==> config.mk <==
export PLATFORM = sky130hd
export DESIGN_NAME = output_port_arbiter
export DESIGN_NICKNAME = d
export VERILOG_FILES = /design/src/rtl/noc_arb_pkg.sv /design/src/rtl/rr_pick.sv /design/src/rtl/output_port_arbiter.sv
export SDC_FILE = /design/constraint.sdc
export NUM_CORES = 1
export LEC_CHECK = 0
export CAP_MARGIN = 5
export CORE_UTILIZATION = 30
export DETAILED_ROUTE_END_ITERATION = 16
export GPL_ROUTABILITY_DRIVEN = 0
export MAX_ROUTING_LAYER = met4
export SLEW_MARGIN = 25
export SYNTH_ARGS = -nofsm -noshare
export SYNTH_HDL_FRONTEND = slang
export SYNTH_SLANG_ARGS = --single-unit
==> constraint.sdc <==
create_clock -name clk -period 12.2 [get_ports clk]
set_clock_uncertainty 0.1 [all_clocks]
set_input_delay 2.44 -clock clk [delete_from_list [all_inputs] [get_ports clk]]
set_output_delay 2.44 -clock clk [all_outputs]
set_load 0.05 [all_outputs]
==> src/rtl/noc_arb_pkg.sv <==
// Shared definitions for the mesh router output arbitration: packet length
// default, port indices, arbiter state encoding and the one-hot direction
// code used by the router's header/body record logic.
package noc_arb_pkg;

  localparam int PKT_LEN_DEF = 5;
  localparam int SEL_W       = 3;

  localparam logic [SEL_W-1:0] PORT_N = 3'd0;
  localparam logic [SEL_W-1:0] PORT_E = 3'd1;
  localparam logic [SEL_W-1:0] PORT_S = 3'd2;
  localparam logic [SEL_W-1:0] PORT_W = 3'd3;
  localparam logic [SEL_W-1:0] PORT_L = 3'd4;

  typedef enum logic {
    IDLE   = 1'b0,
    ACTIVE = 1'b1
  } arb_state_e;

  typedef logic [5:0] dir_oh_t;

  localparam dir_oh_t DIR_N    = 6'b000001;
  localparam dir_oh_t DIR_E    = 6'b000010;
  localparam dir_oh_t DIR_S    = 6'b000100;
  localparam dir_oh_t DIR_W    = 6'b001000;
  localparam dir_oh_t DIR_L    = 6'b010000;
  localparam dir_oh_t DIR_IDLE = 6'b100000;

  // Map a binary port index to its one-hot direction code.
  function automatic dir_oh_t port_to_dir(input logic [SEL_W-1:0] port);
    if (port > PORT_L) return DIR_IDLE;
    return dir_oh_t'(6'b000001 << port);
  endfunction

endpackage

==> src/rtl/rr_pick.sv <==
// Combinational round-robin picker: returns the first requester found when
// scanning upward (with wrap) from the priority pointer.
module rr_pick
  import noc_arb_pkg::*;
#(
  parameter int N = 5
) (
  input  logic [N-1:0]     req,
  input  logic [SEL_W-1:0] ptr,
  output logic [N-1:0]     grant,
  output logic [SEL_W-1:0] idx,
  output logic             any_req
);

  assign any_req = |req;

  // Scan requesters starting at ptr and keep the first hit.
  always_comb begin
    logic             found;
    logic [SEL_W-1:0] p;
    // NOTE: every variable gets a default before the loop so no path can infer a latch.
    grant = '0;
    idx   = '0;
    found = 1'b0;
    p     = '0;
    for (int k = 0; k < N; k++) begin
      p = SEL_W'((int'(ptr) + k) % N);
      if (!found && req[p]) begin
        found    = 1'b1;
        grant[p] = 1'b1;
        idx      = p;
      end
    end
  end

endmodule

==> src/rtl/output_port_arbiter.sv <==
// Per-output-port packet arbiter for the mesh router. Grants one input port
// the output link for a whole packet (header + PKT_LEN-1 body flits) using
// round-robin priority, and drives the crossbar select.
// Optional watchdog enabled with `define ARB_TIMEOUT_EN: aborts a packet
// after TIMEOUT_CYC consecutive stalled cycles.
module output_port_arbiter
  import noc_arb_pkg::*;
#(
  parameter int N_IN        = 5,
  parameter int PKT_LEN     = PKT_LEN_DEF,
  parameter int CNT_W       = 3,
  parameter int TIMEOUT_CYC = 64
) (
  input  logic             clk,
  input  logic             rst,
  input  logic [N_IN-1:0]  req_i,
  input  logic [N_IN-1:0]  flit_valid_i,
  input  logic             out_ready_i,
  output logic [N_IN-1:0]  grant_o,
  output logic [SEL_W-1:0] sel_o,
  output logic             busy_o,
  output logic             xfer_o,
  output logic [CNT_W-1:0] flit_cnt_o,
  output logic             timeout_o
);

  if ((2 ** CNT_W) < PKT_LEN || N_IN > (2 ** SEL_W) || TIMEOUT_CYC < 1) begin : g_bad_params
    $error("output_port_arbiter: inconsistent N_IN/PKT_LEN/CNT_W/TIMEOUT_CYC");
  end

  arb_state_e       state;
  logic [SEL_W-1:0] ptr;
  logic [SEL_W-1:0] next_ptr;
  logic [SEL_W-1:0] pick_ptr;
  logic [SEL_W-1:0] pick_idx;
  logic [N_IN-1:0]  pick_grant;
  logic             any_req;
  logic             is_tail;

  // The owner just served becomes lowest priority.
  assign next_ptr = (sel_o == SEL_W'(N_IN - 1)) ? '0 : sel_o + SEL_W'(1);
  // While a packet is in flight the pick only matters at the tail, where it
  // must start from the post-packet pointer.
  assign pick_ptr = (state == ACTIVE) ? next_ptr : ptr;
  assign is_tail  = (flit_cnt_o == CNT_W'(PKT_LEN - 1));
  assign busy_o   = (state == ACTIVE);
  assign xfer_o   = (state == ACTIVE) && flit_valid_i[sel_o] && out_ready_i;

  rr_pick #(.N(N_IN)) u_pick (
    .req     (req_i),
    .ptr     (pick_ptr),
    .grant   (pick_grant),
    .idx     (pick_idx),
    .any_req (any_req)
  );

`ifdef ARB_TIMEOUT_EN
  localparam int WD_W = $clog2(TIMEOUT_CYC + 1);
  logic [WD_W-1:0] wdog;
  logic            wd_expire;
  assign wd_expire = (state == ACTIVE) && !xfer_o && (wdog == WD_W'(TIMEOUT_CYC - 1));
`else
  assign timeout_o = 1'b0;
`endif

  // Arbitration FSM: grant on request, count flits, release or re-grant at the tail.
  always_ff @(posedge clk or posedge rst) begin
    if (rst) begin
      state      <= IDLE;
      grant_o    <= '0;
      sel_o      <= '0;
      flit_cnt_o <= '0;
      ptr        <= '0;
`ifdef ARB_TIMEOUT_EN
      wdog       <= '0;
      timeout_o  <= 1'b0;
`endif
    end else begin
`ifdef ARB_TIMEOUT_EN
      timeout_o <= 1'b0;
`endif
      // NOTE: non-blocking assignments so every flop here samples pre-edge values.
      case (state)
        IDLE: begin
          if (any_req) begin
            state      <= ACTIVE;
            grant_o    <= pick_grant;
            sel_o      <= pick_idx;
            flit_cnt_o <= '0;
`ifdef ARB_TIMEOUT_EN
            wdog       <= '0;
`endif
          end
        end
        ACTIVE: begin
          if (xfer_o) begin
`ifdef ARB_TIMEOUT_EN
            wdog <= '0;
`endif
            if (is_tail) begin
              ptr        <= next_ptr;
              flit_cnt_o <= '0;
              if (any_req) begin
                grant_o <= pick_grant;
                sel_o   <= pick_idx;
              end else begin
                state   <= IDLE;
                grant_o <= '0;
              end
            end else begin
              flit_cnt_o <= flit_cnt_o + CNT_W'(1);
            end
          end
`ifdef ARB_TIMEOUT_EN
          else if (wd_expire) begin
            state      <= IDLE;
            grant_o    <= '0;
            ptr        <= next_ptr;
            flit_cnt_o <= '0;
            wdog       <= '0;
            timeout_o  <= 1'b1;
          end else begin
            wdog <= wdog + WD_W'(1);
          end
`endif
        end
        default: state <= IDLE;
      endcase
    end
  end

endmodule

Figure 1. Clock network drawn from the DEF.
Drawn at 4 px/um.
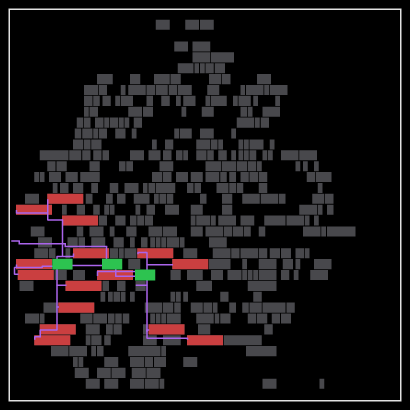
[clock wires] purple | length: 192 um
[flip-flops] red | count: 15
[cells driving clock nets] green | count: 3
routed clock nets	4

Figure 2. Cell classes on the final placement.
Drawn at 3 px/um.
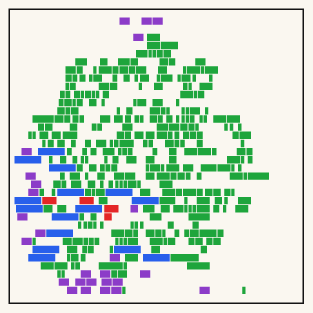
class	colour	cells
all other logic	green	320
other buffers and delay cells	purple	26
clock drivers and dummy loads	red	4
flip-flops	blue	15

Figure 3. Met3 routing.
Drawn at 4 px/um.
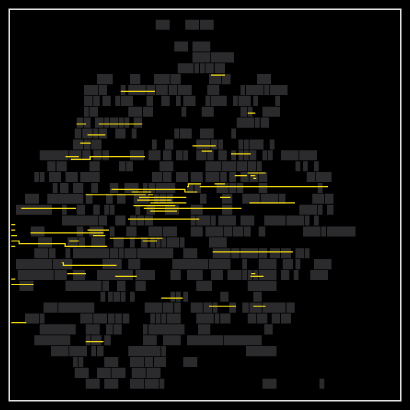
longest straight run	31.7 um
nets with wire on the layer	49

Figure 4. The clock network.
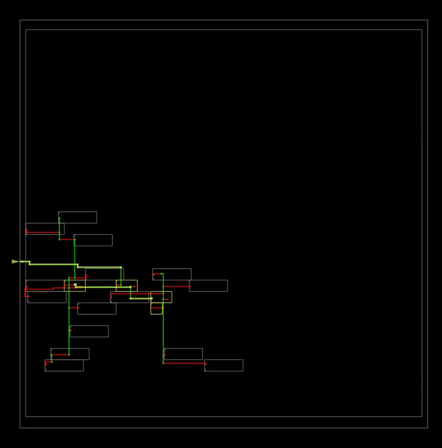
total CTS buffers: 3

==> summary.txt <==
run metrics: outcome completed, overall track demand over capacity in global routing 16.6%, critical path type input port to primary output, number of fillers in the final layout 901, number of DRC markers in iteration 0 about 160, drt wl/cell 16.1 um, worst r2r path cells 22, final tally of hold violations 0, flop-to-flop setup slack between 5000 and 6000 ps, final worst-path setup slack 5150 ps, Worst Setup End Kind primary output, max_slew headroom between 40% and 50%, crit path cell chain clkdlybuf4s50_1 > mux4_2 > inv_1 > o32ai_1 > and3_1 > clkdlybuf4s50_1, transition at the pin with the smallest max-transition slack about 840 ps, setup repair after global routing missed its margin no, clock sink total 15, worst hold path class flop to flop, setup repair bufs after CTS 0, Init Core Util between 30% and 40%, minimum clock period slightly above 7000 ps, Resize count post-CTS 0, startpoint class of the critical path input port, Post-CTS Hold Fix Bufs 0, number of setup violations in the final report 0, top logic cell by instance count in the layout sky130_fd_sc_hd__nand2_1, port buffer count 25, highest-count cells in the layout ignoring fill and taps sky130_fd_sc_hd__nand2_1 (32), sky130_fd_sc_hd__nor2_1 (31), sky130_fd_sc_hd__inv_1 (25), sky130_fd_sc_hd__clkdlybuf4s50_1 (25), sky130_fd_sc_hd__ha_1 (23), CTS tree done, hold-critical path depth 2, terminating pin of the worst hold path ptr[1], arrival time at the worst endpoint 4510 ps, Max Root-Sink Buffers 2, global-route wire length before repair between 10000 and 15000 um, detailed-route DRC error count 0, post-route insts no fill 473, share of the yosys chip area belonging to registers between 10% and 20%, H-tree levels 1, post-DR vias/cell about 5.8, maximum number of pins on one net before global-route repair 23, flip-flops with a built-in enable 0, reg2reg end sel_o[2], Insertion Delay late pin 250 ps, number of placed cells counting well taps around 470, GR Overflow Total 0, vias in the first global route around 2700, worst setup slack after placement 5150 ps, synthesized netlist net count slightly below 400, I/O pin total 27, number of flip-flops and latches in the synthesized netlist 15, first drt pass iteration count 4
logic make-up after synthesis:
kind of cell / after synthesis / share of synthesized area [%]
fa+ha+maj: 24 / 11.2
other cells: 1 / 0.137
xor+xnor: 5 / 1.60
mux: 24 / 9.46
compound gates: 96 / 28.2
simple gates: 145 / 29.3
buf+inv: 40 / 6.35
flops: 15 / 13.7
worst max path at each step:
stage / start / endpoint / cells after the start
6_report: flit_valid_i[2] / xfer_o / 6
3_5_place_dp: flit_valid_i[2] / xfer_o / 6
5_1_grt: sel_o[0] / sel_o[2] / 22
3_3_place_gp: flit_valid_i[2] / xfer_o / 6
2_1_floorplan: flit_valid_i[1] / xfer_o / 5
4_1_cts: flit_valid_i[2] / xfer_o / 6
through the flow:
step           area (um^2)  hold slack (ps)
3_3_place_gp          3050              360
2_1_floorplan         2740              345
3_5_place_dp          3050              362
5_1_grt               3100              405
6_report              3100              376
4_1_cts               3100              378
Yosys cell counts, types with 6 or more instances:
| library cell | n | area share (%) |
|---|---|---|
| sky130_fd_sc_hd__and3_1 | 6 | 1.4 |
| sky130_fd_sc_hd__ha_1 | 23 | 11 |
| sky130_fd_sc_hd__nor4_1 | 8 | 1.8 |
| sky130_fd_sc_hd__nand3_1 | 10 | 1.8 |
| sky130_fd_sc_hd__nor2_1 | 31 | 4.3 |
| sky130_fd_sc_hd__nor3_1 | 10 | 1.8 |
| sky130_fd_sc_hd__a21oi_1 | 16 | 2.9 |
| sky130_fd_sc_hd__a31oi_1 | 10 | 2.3 |
| sky130_fd_sc_hd__nand2_1 | 32 | 4.4 |
| sky130_fd_sc_hd__o21ai_0 | 13 | 2.4 |
| sky130_fd_sc_hd__inv_1 | 25 | 3.4 |
| sky130_fd_sc_hd__dfrtp_1 | 15 | 14 |
| sky130_fd_sc_hd__o211ai_1 | 6 | 1.6 |
| sky130_fd_sc_hd__mux2i_1 | 18 | 6.6 |
| sky130_fd_sc_hd__clkbuf_1 | 7 | 0.96 |
critical path, delay by kind of cell:
| kind | cells | cell delay [ps] |
|---|---|---|
| and+or+nand+nor | 1 | 360 |
| muxes | 1 | 220 |
| AOI/OAI and AO/OA | 1 | 100 |
| buffers and inverters | 3 | 1390 |
state kept, by name, summed over array words and instances, names as in the netlist:
signal      count
sel_o           3
flit_cnt_o      3
busy_o          1
ptr             3
grant_o         5
layer usage:
metal  up-vias  track usage, %  share of wire [%]
met5         -               -                  0
met4         0            3.28                1.8
met3        12            1.94                5.4
met2       103            26.8                 46
met1      1292            22.5                 47
li1       1340               -                  -
area by class of cell:
type                       instances  area (um^2)  share of cell area (%)
sequential                        15          375                    12.1
inverter                          25         93.8                    3.03
timing repair buffer              26          258                    8.32
clock inverter                     1         7.51                   0.242
multi-input combinational        295         2190                    70.6
clock buffer                       3         41.3                    1.33
tap                              108          135                    4.36
